==> config.mk <==
export PLATFORM = sky130hd
export DESIGN_NAME = keypad_entry_ctrl
export DESIGN_NICKNAME = d
export VERILOG_FILES = /design/src/rtl/keypad_entry_ctrl.sv
export SDC_FILE = /design/constraint.sdc
export NUM_CORES = 1
export LEC_CHECK = 0
export CELL_PAD_IN_SITES_DETAIL_PLACEMENT = 1
export CELL_PAD_IN_SITES_GLOBAL_PLACEMENT = 1
export CORE_ASPECT_RATIO = 1.2
export CORE_MARGIN = 2
export CORE_UTILIZATION = 38
export CTS_CLUSTER_SIZE = 8
export DETAILED_ROUTE_END_ITERATION = 8
export PLACE_DENSITY_LB_ADDON = 0.05
export SLEW_MARGIN = 20
export SYNTH_ARGS = -nofsm -noshare
export SYNTH_HDL_FRONTEND = slang
export SYNTH_SLANG_ARGS = --single-unit
==> constraint.sdc <==
create_clock -name CLK -period 2.9 [get_ports CLK]
set_clock_uncertainty 0.2 [all_clocks]
set_input_delay 0.29 -clock CLK [delete_from_list [all_inputs] [get_ports CLK]]
set_output_delay 0.29 -clock CLK [all_outputs]
set_load 0.01 [all_outputs]
Fig. 1: M3 wires
Drawn at 3 px/um.
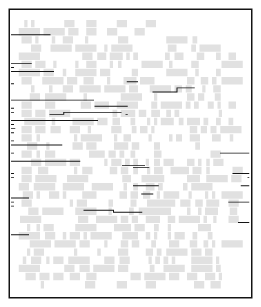
- longest straight run: 28.8 um
- main direction: horizontal
met3 Track Usage GR: 4.545%
routed wire length: 6.834 mm

Fig. 2: routing congestion map
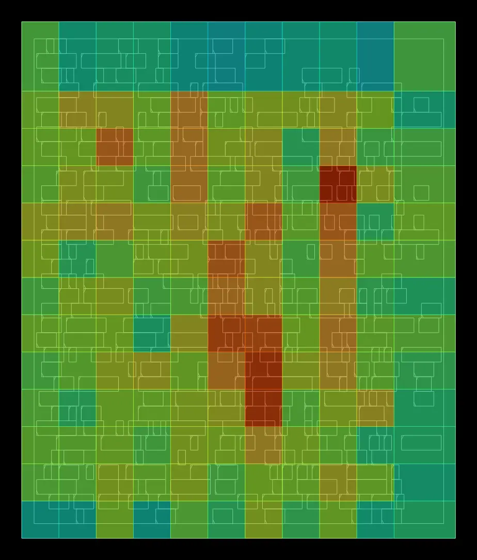
GRT Overall Usage: 18.46%
Final Core Density: 49.57%
average wire length per cell after detail routing: 16.00 um
most crowded layer after global routing: met2

Fig. 3: clock wires, drivers and flops
Drawn at 4 px/um.
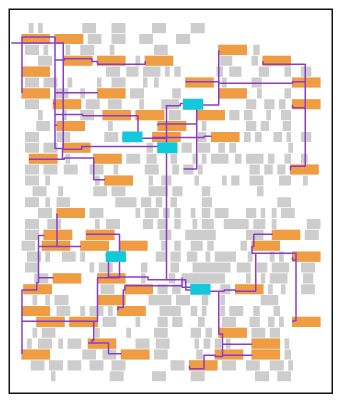
- clock wires: purple (length 705 um)
- clock drivers: cyan (count 5)
- flip-flops: orange (count 55)
- routed clock nets: 6
clock power share: 23.2%
Insertion Delay late pin: 310 ps
power attributed to the clock group: 511 uW

Fig. 4: routed metal, one colour a layer
Drawn at 3 px/um.
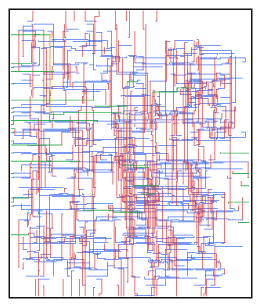
- metal 1: blue (wire length 3210 um)
- metal 3: green (wire length 276 um)
- metal 4: orange (wire length 70.0 um)
- metal 2: red (wire length 3280 um)
via count of the routed design: 2253

Fig. 5: sequential cells grouped by signal name
Drawn at 3 px/um. Other sequential cells in the stronger grey, the rest of the logic in the fainter grey.
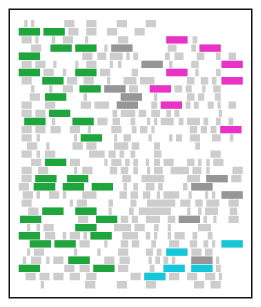
- OUT_DATA: green (flops 32)
- tmo_q: magenta (flops 8; where upper right)
- LCD_DATA: cyan (flops 5)
Sequential Power: 871 uW
flop share of the area: 32.60%
FF/Latch Area: 1101 um2

==> run_results.csv <==
group,metric,value,unit
logic_synthesis,most_common_cell,"sky130_fd_sc_hd__dfxtp_1",
cts,postCtsSetupRepairBufs,0,
cts,htree_num_levels,2,
sta,max_freq,0.4059,GHz
setup_path,r2r_setup_slk,490,ps
setup_path,cp_num_buf_inv,3,
cts,tritoncts_num_sinks,55,
routing,post_drt_via_cell_ratio,5.276,
logic_synthesis,netlist_area,2660,um2
routing,detailedRoute.firstPassIterationCount,4,
routing,drc,0,
cells_and_area,layout-drive-gt1-share,9.118,%
logic_synthesis,synth.yosys.warnings,0,
sta,timing_max_transition_violations_final,0,
cells_and_area,synthToLayoutAreaGrowth,26.95,%
run_status,outcome,"complete, no violations",
setup_path,worst_path_max_delay_cell,"sky130_fd_sc_hd__clkdlybuf4s50_1",
grt,first_global_vias,2266,
logic_synthesis,synth.distinct_cells,51,
sta,worst-slew-pin-transition,667.9,ps
cts,cts.reportedPaths.clkPinSlew,100,ps
setup_path,timing.critical_path.depth,4,
hold_path,holdPathStages,2,
routing,ant_nets,0,
cts,cts_max_path_buffers,2,
die,core.rowCount,33,
sta,final-setup-viol-count,0,
grt,pin_count_of_the_biggest_net_entering_global_routing,22,
==> power by group <==
| group | switching [mW] | total [mW] | internal, mW |
|---|---|---|---|
| sequential | 0.0525 | 0.871 | 0.818 |
| clock | 0.258 | 0.511 | 0.253 |
| combinational | 0.450 | 0.820 | 0.370 |
==> logic make-up (layout without fill, tap and decap cells) <==
family | Yosys count | after routing | synth area share [%]
DFF | 55 | 55 | 41.39
adders and majority gates | 8 | 8 | 3.763
xor gates and xnor gates | 1 | 1 | 0.3293
and+or+nand+nor | 102 | 102 | 19.14
muxes | 34 | 34 | 12.79
AOI/OAI and AO/OA | 56 | 56 | 16.37
buffers and inverters | 28 | 82 | 6.068
other | 1 | 2 | 0.1410
==> worst reg2reg max path: cells and delay by family, from the launching register on <==
family	cells	cell delay [ps]
compound gates	3	820
fa+ha+maj	1	420
flops	1	360
buf+inv	2	300
simple gates	2	250
==> layout by cell type (no fill, tap or decap), types with 2 or more instances in the layout <==
cell and instances:
sky130_fd_sc_hd__dfxtp_1 55, sky130_fd_sc_hd__clkdlybuf4s50_1 55, sky130_fd_sc_hd__nor2_1 40, sky130_fd_sc_hd__mux2i_1 34, sky130_fd_sc_hd__nand2_1 21, sky130_fd_sc_hd__o21ai_0 13
sky130_fd_sc_hd__inv_1 11, sky130_fd_sc_hd__nand3_1 10, sky130_fd_sc_hd__a21oi_1 9, sky130_fd_sc_hd__buf_4 9, sky130_fd_sc_hd__nor3_1 8, sky130_fd_sc_hd__ha_1 8
sky130_fd_sc_hd__a211oi_1 6, sky130_fd_sc_hd__nand4_1 5, sky130_fd_sc_hd__clkbuf_8 5, sky130_fd_sc_hd__o21a_1 4, sky130_fd_sc_hd__a21boi_0 3, sky130_fd_sc_hd__o211ai_1 3
sky130_fd_sc_hd__nor2b_1 2, sky130_fd_sc_hd__nor4_1 2, sky130_fd_sc_hd__nand3b_1 2, sky130_fd_sc_hd__or3b_2 2, sky130_fd_sc_hd__nor4b_1 2, sky130_fd_sc_hd__a221oi_2 2
sky130_fd_sc_hd__conb_1 2
==> final cells by class <==
type	count	area, um2	area share [%]
clock buffers	5	68.82	2.038
repair buffers	64	618.1	18.30
inverters	11	41.29	1.223
flip-flops and latches	55	1101	32.60
clock inverters	2	37.54	1.112
well taps	87	108.9	3.223
multi-input cells	203	1401	41.50
==> through the flow <==
stage	hold WS (ps)	utilization, %	cells	total power, mW	worst slack (ps)
floorplan	220.4	-	286	1.450	761.6
global placement	253.1	48.01	420	1.703	339.6
detailed placement	261.4	48.01	420	1.711	286.9
CTS	273.9	49.57	427	2.226	423.4
global route	296.7	49.57	427	2.322	279.4
finish	273.0	49.57	427	2.202	436.3
==> per-layer routing <==
metal	track usage [%]	up-vias	wire (um)
met1	23.84	1094	3212
met3	4.545	6	276
met4	4.802	0	70
met2	30.76	44	3275
met5	0	-	0
li1	-	1109	-
Power figures rest on the tool's default switching activity, not on a simulated workload.
